### Signal wires on met2

The bar under the picture is 20 um long.
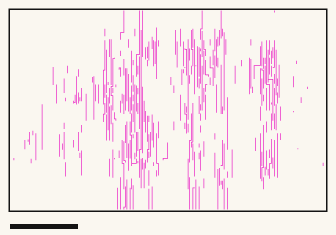
### Supply network

The bar under the picture is 20 um long. Pins as bars on the die edge.
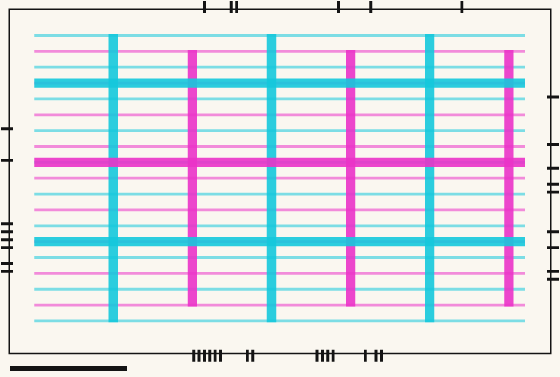
### src/rtl/acc_arbiter.sv
// rtl/acc_arbiter.sv - two-port round-robin arbiter for a shared signed add/sub accumulator
module acc_arbiter #(
  parameter int WIDTH = 8
) (
  input  logic             clk,
  input  logic             rst,
  input  logic             req0,
  input  logic             op0,
  input  logic [WIDTH-1:0] data0,
  input  logic             req1,
  input  logic             op1,
  input  logic [WIDTH-1:0] data1,
  input  logic             clr,
  output logic             gnt0,
  output logic             gnt1,
  output logic [WIDTH-1:0] acc,
  output logic             res_valid,
  output logic             carry,
  output logic             overflow,
  output logic             halted,
  output logic             owner
);

  localparam int MSB = WIDTH - 1;

  typedef enum logic [1:0] {IDLE, EXEC, HALT} state_t;

  state_t           state_q, state_d;
  logic             op_q;
  logic [WIDTH-1:0] opnd_q;
  logic             prio_q;

  logic             grant_any;
  logic             grant_sel;
  logic [WIDTH:0]   sum;
  logic [WIDTH-1:0] r;
  logic             c;
  logic             ovf;

  always_comb begin
    grant_sel = (req0 && req1) ? prio_q : req1;
    grant_any = (state_q == IDLE) && !clr && (req0 || req1);

    // Subtraction at WIDTH+1 bits leaves the borrow in the top bit.
    sum = op_q ? ({1'b0, acc} - {1'b0, opnd_q}) : ({1'b0, acc} + {1'b0, opnd_q});
    r   = sum[MSB:0];
    c   = sum[WIDTH];
    if (op_q) ovf = (acc[MSB] != opnd_q[MSB]) && (r[MSB] != acc[MSB]);
    else      ovf = (acc[MSB] == opnd_q[MSB]) && (r[MSB] != acc[MSB]);

    state_d = state_q;
    case (state_q)
      IDLE:    if (grant_any) state_d = EXEC;
      EXEC:    state_d = (!clr && ovf) ? HALT : IDLE;
      HALT:    if (clr) state_d = IDLE;
      default: state_d = IDLE;
    endcase
  end

  always_ff @(posedge clk) begin
    if (rst) begin
      state_q   <= IDLE;
      op_q      <= 1'b0;
      opnd_q    <= '0;
      prio_q    <= 1'b0;
      owner     <= 1'b0;
      gnt0      <= 1'b0;
      gnt1      <= 1'b0;
      acc       <= '0;
      carry     <= 1'b0;
      overflow  <= 1'b0;
      res_valid <= 1'b0;
    end else begin
      state_q   <= state_d;
      gnt0      <= grant_any && !grant_sel;
      gnt1      <= grant_any && grant_sel;
      res_valid <= 1'b0;
      if (grant_any) begin
        op_q   <= grant_sel ? op1 : op0;
        opnd_q <= grant_sel ? data1 : data0;
        owner  <= grant_sel;
        prio_q <= ~grant_sel;
      end
      // clr beats a command in flight; the granted command is simply dropped.
      if (clr) begin
        acc      <= '0;
        carry    <= 1'b0;
        overflow <= 1'b0;
      end else if (state_q == EXEC) begin
        acc       <= r;
        carry     <= c;
        overflow  <= ovf;
        res_valid <= 1'b1;
      end
    end
  end

  assign halted = (state_q == HALT);

endmodule

### config.mk
export PLATFORM = sky130hd
export DESIGN_NAME = acc_arbiter
export DESIGN_NICKNAME = d
export VERILOG_FILES = /design/src/rtl/acc_arbiter.sv
export SDC_FILE = /design/constraint.sdc
export NUM_CORES = 1
export LEC_CHECK = 0
export CORE_ASPECT_RATIO = 0.6
export CORE_MARGIN = 4
export CORE_UTILIZATION = 35
export DETAILED_ROUTE_END_ITERATION = 16
export DONT_BUFFER_PORTS = 1
export GPL_TIMING_DRIVEN = 0
export HOLD_SLACK_MARGIN = 0.06
export PLACE_DENSITY_LB_ADDON = 0.12
export SLEW_MARGIN = 25
export SYNTH_ARGS = -nofsm -noshare
export SYNTH_HDL_FRONTEND = slang
export SYNTH_SLANG_ARGS = --single-unit
export TNS_END_PERCENT = 30
### constraint.sdc
create_clock -name clk -period 2.7 [get_ports clk]
set_input_delay 0.27 -clock clk [delete_from_list [all_inputs] [get_ports clk]]
set_output_delay 0.27 -clock clk [all_outputs]
set_load 0.005 [all_outputs]
==> run notes <==
Implementation run completed; key figures follow.

Cells and area:
- The repair_antennas step left the layout with diodes totalling 0.

GRT:
- The number of antenna violations at the first check in global routing was 0.
- The run puts the global-route congestion overflow total at 0.
- The run gives the total global-route track usage as 14.4%.
- The run gives the via count of the first global-routing pass as 1,306.
- The run gives the largest net degree at the start of global routing as 15.

Detailed routing:
- The run gives the top routing layer in use as met4.
- The run puts the DRC marker count from the first detailed-route iteration at 53.
- The run gives the average via count per standard cell as 5.22.
- The run gives the final routed wire length divided by cell count as 15.3 um.
- The run gives the overall routed net length as ~3800 um.

Timing:
- The run gives the worst slack on hold paths as 0.213 ns.
- The worst pin sits at a relative slew slack of 59.6%.

Floorplan:
- In this run the full chip footprint comes out at 0.00544 sq mm.
- In this run the core area contains 18 standard-cell rows.
- The run puts the number of ports placed on the die boundary at 38.

Yosys:
- The run puts the count of yosys warnings during synthesis at 0.
- The top cell type by area accounts for 34.6% of the synthesized area.
- The run puts the simple-gate area share of the yosys netlist at 20.7%.
- The run puts the post-synthesis adder-cell area fraction at between 8 and 9%.
- Per the post-synthesis report, the number of cells in the design is 175.
- The run puts the distinct cell type count after synthesis at 39.

Worst setup path:
- Per STA, the startpoint of the critical path is opnd_q[0]$_SDFFE_PP0P_.
- For the worst reg-to-reg path, the endpoint reported by OpenROAD is state_q[1]$_SDFFE_PP0P_.
- Traced cell by cell, the critical path runs through inv_1 > ha_4 > a21oi_1 > xnor2_1 > ha_1 > a21o_4 > or4b_4 > o21ai_4 > nor3_1 > a211o_1.
- Among cell families on the critical path, the largest total delay comes from AND-OR/OR-AND gates.
- The run gives the total stage count of the critical path as 10.

Clocking:
- The run gives the CTS tree as yes.
- The CTS report gives the tree buffer count as 3.
- Buffers inserted to repair hold after CTS numbered 1.
- On the worst setup and hold paths after CTS, the clock-pin slew comes to 0.10 ns.

Placement:
- The buffer_ports step reported a buffer count of 0.

Pwr:
- Power comes to 1.17 mW.

Min path:
- According to the hold report, the worst path is of the primary input to register type.

Outcome:
- The flow ran to the end, and the final reports show no timing, DRC or antenna violations.
## Picture notes: 'Signal wires on met2'
longest straight run: 35.0 um
share of all routed wire: 44%
wire length on this layer: 1,690 um

## Picture notes: 'Supply network'
| colour | net |
|---|---|
| magenta | VDD |
| cyan | VSS |
rows: 18
met5 straps: 3
met1 rails: 19
signal pins: 38
met4 straps: 6

==> worst min path at each step <==
stage | from | endpoint | slack [ns] | cells past startpoint
final | op1 | op_q$_SDFFE_PP0P_ | 0.21 | 2
after global routing | rst | carry$_SDFFE_PP0P_ | 0.23 | 3
after CTS | rst | overflow$_SDFFE_PP0P_ | 0.19 | 3
after detailed placement | rst | gnt1$_SDFF_PP0_ | 0.35 | 1
after global placement | rst | prio_q$_SDFFE_PP0P_ | 0.35 | 1
after floorplan | rst | gnt1$_SDFF_PP0_ | 0.35 | 1
==> power by group <==
group | total, mW | leakage, nW | internal, mW | switching, mW
sequential | 0.439 | 0.215 | 0.408 | 0.0311
combinational | 0.473 | 0.471 | 0.239 | 0.234
clock | 0.262 | 0.0288 | 0.131 | 0.132
==> placed cells by master, fill, tap and decap left out, types with 7 or more instances in the layout <==
| master | synthesis | layout |
|---|---|---|
| sky130_fd_sc_hd__nor2_1 | 26 | 26 |
| sky130_fd_sc_hd__ha_1 | 9 | 7 |
| sky130_fd_sc_hd__a211oi_1 | 11 | 11 |
| sky130_fd_sc_hd__dfxtp_1 | 26 | 22 |
| sky130_fd_sc_hd__buf_4 | 0 | 12 |
| sky130_fd_sc_hd__nand2_1 | 9 | 9 |
| sky130_fd_sc_hd__nor3_1 | 8 | 7 |
| sky130_fd_sc_hd__a21oi_1 | 13 | 13 |
| sky130_fd_sc_hd__xnor2_1 | 9 | 9 |
| sky130_fd_sc_hd__mux2i_1 | 10 | 9 |
==> final cells by class <==
cell class                      count  area (sq um)
Sequential cell                    26           531
Inverter                            6          22.5
Fill cell                         420          2280
Multi-Input combinational cell    136          1030
Timing Repair Buffer               13           100
Tap cell                           60          75.1
Clock buffer                        4          55.1
Buffer                              6          23.8
Power is estimated from default activity; no workload was simulated.
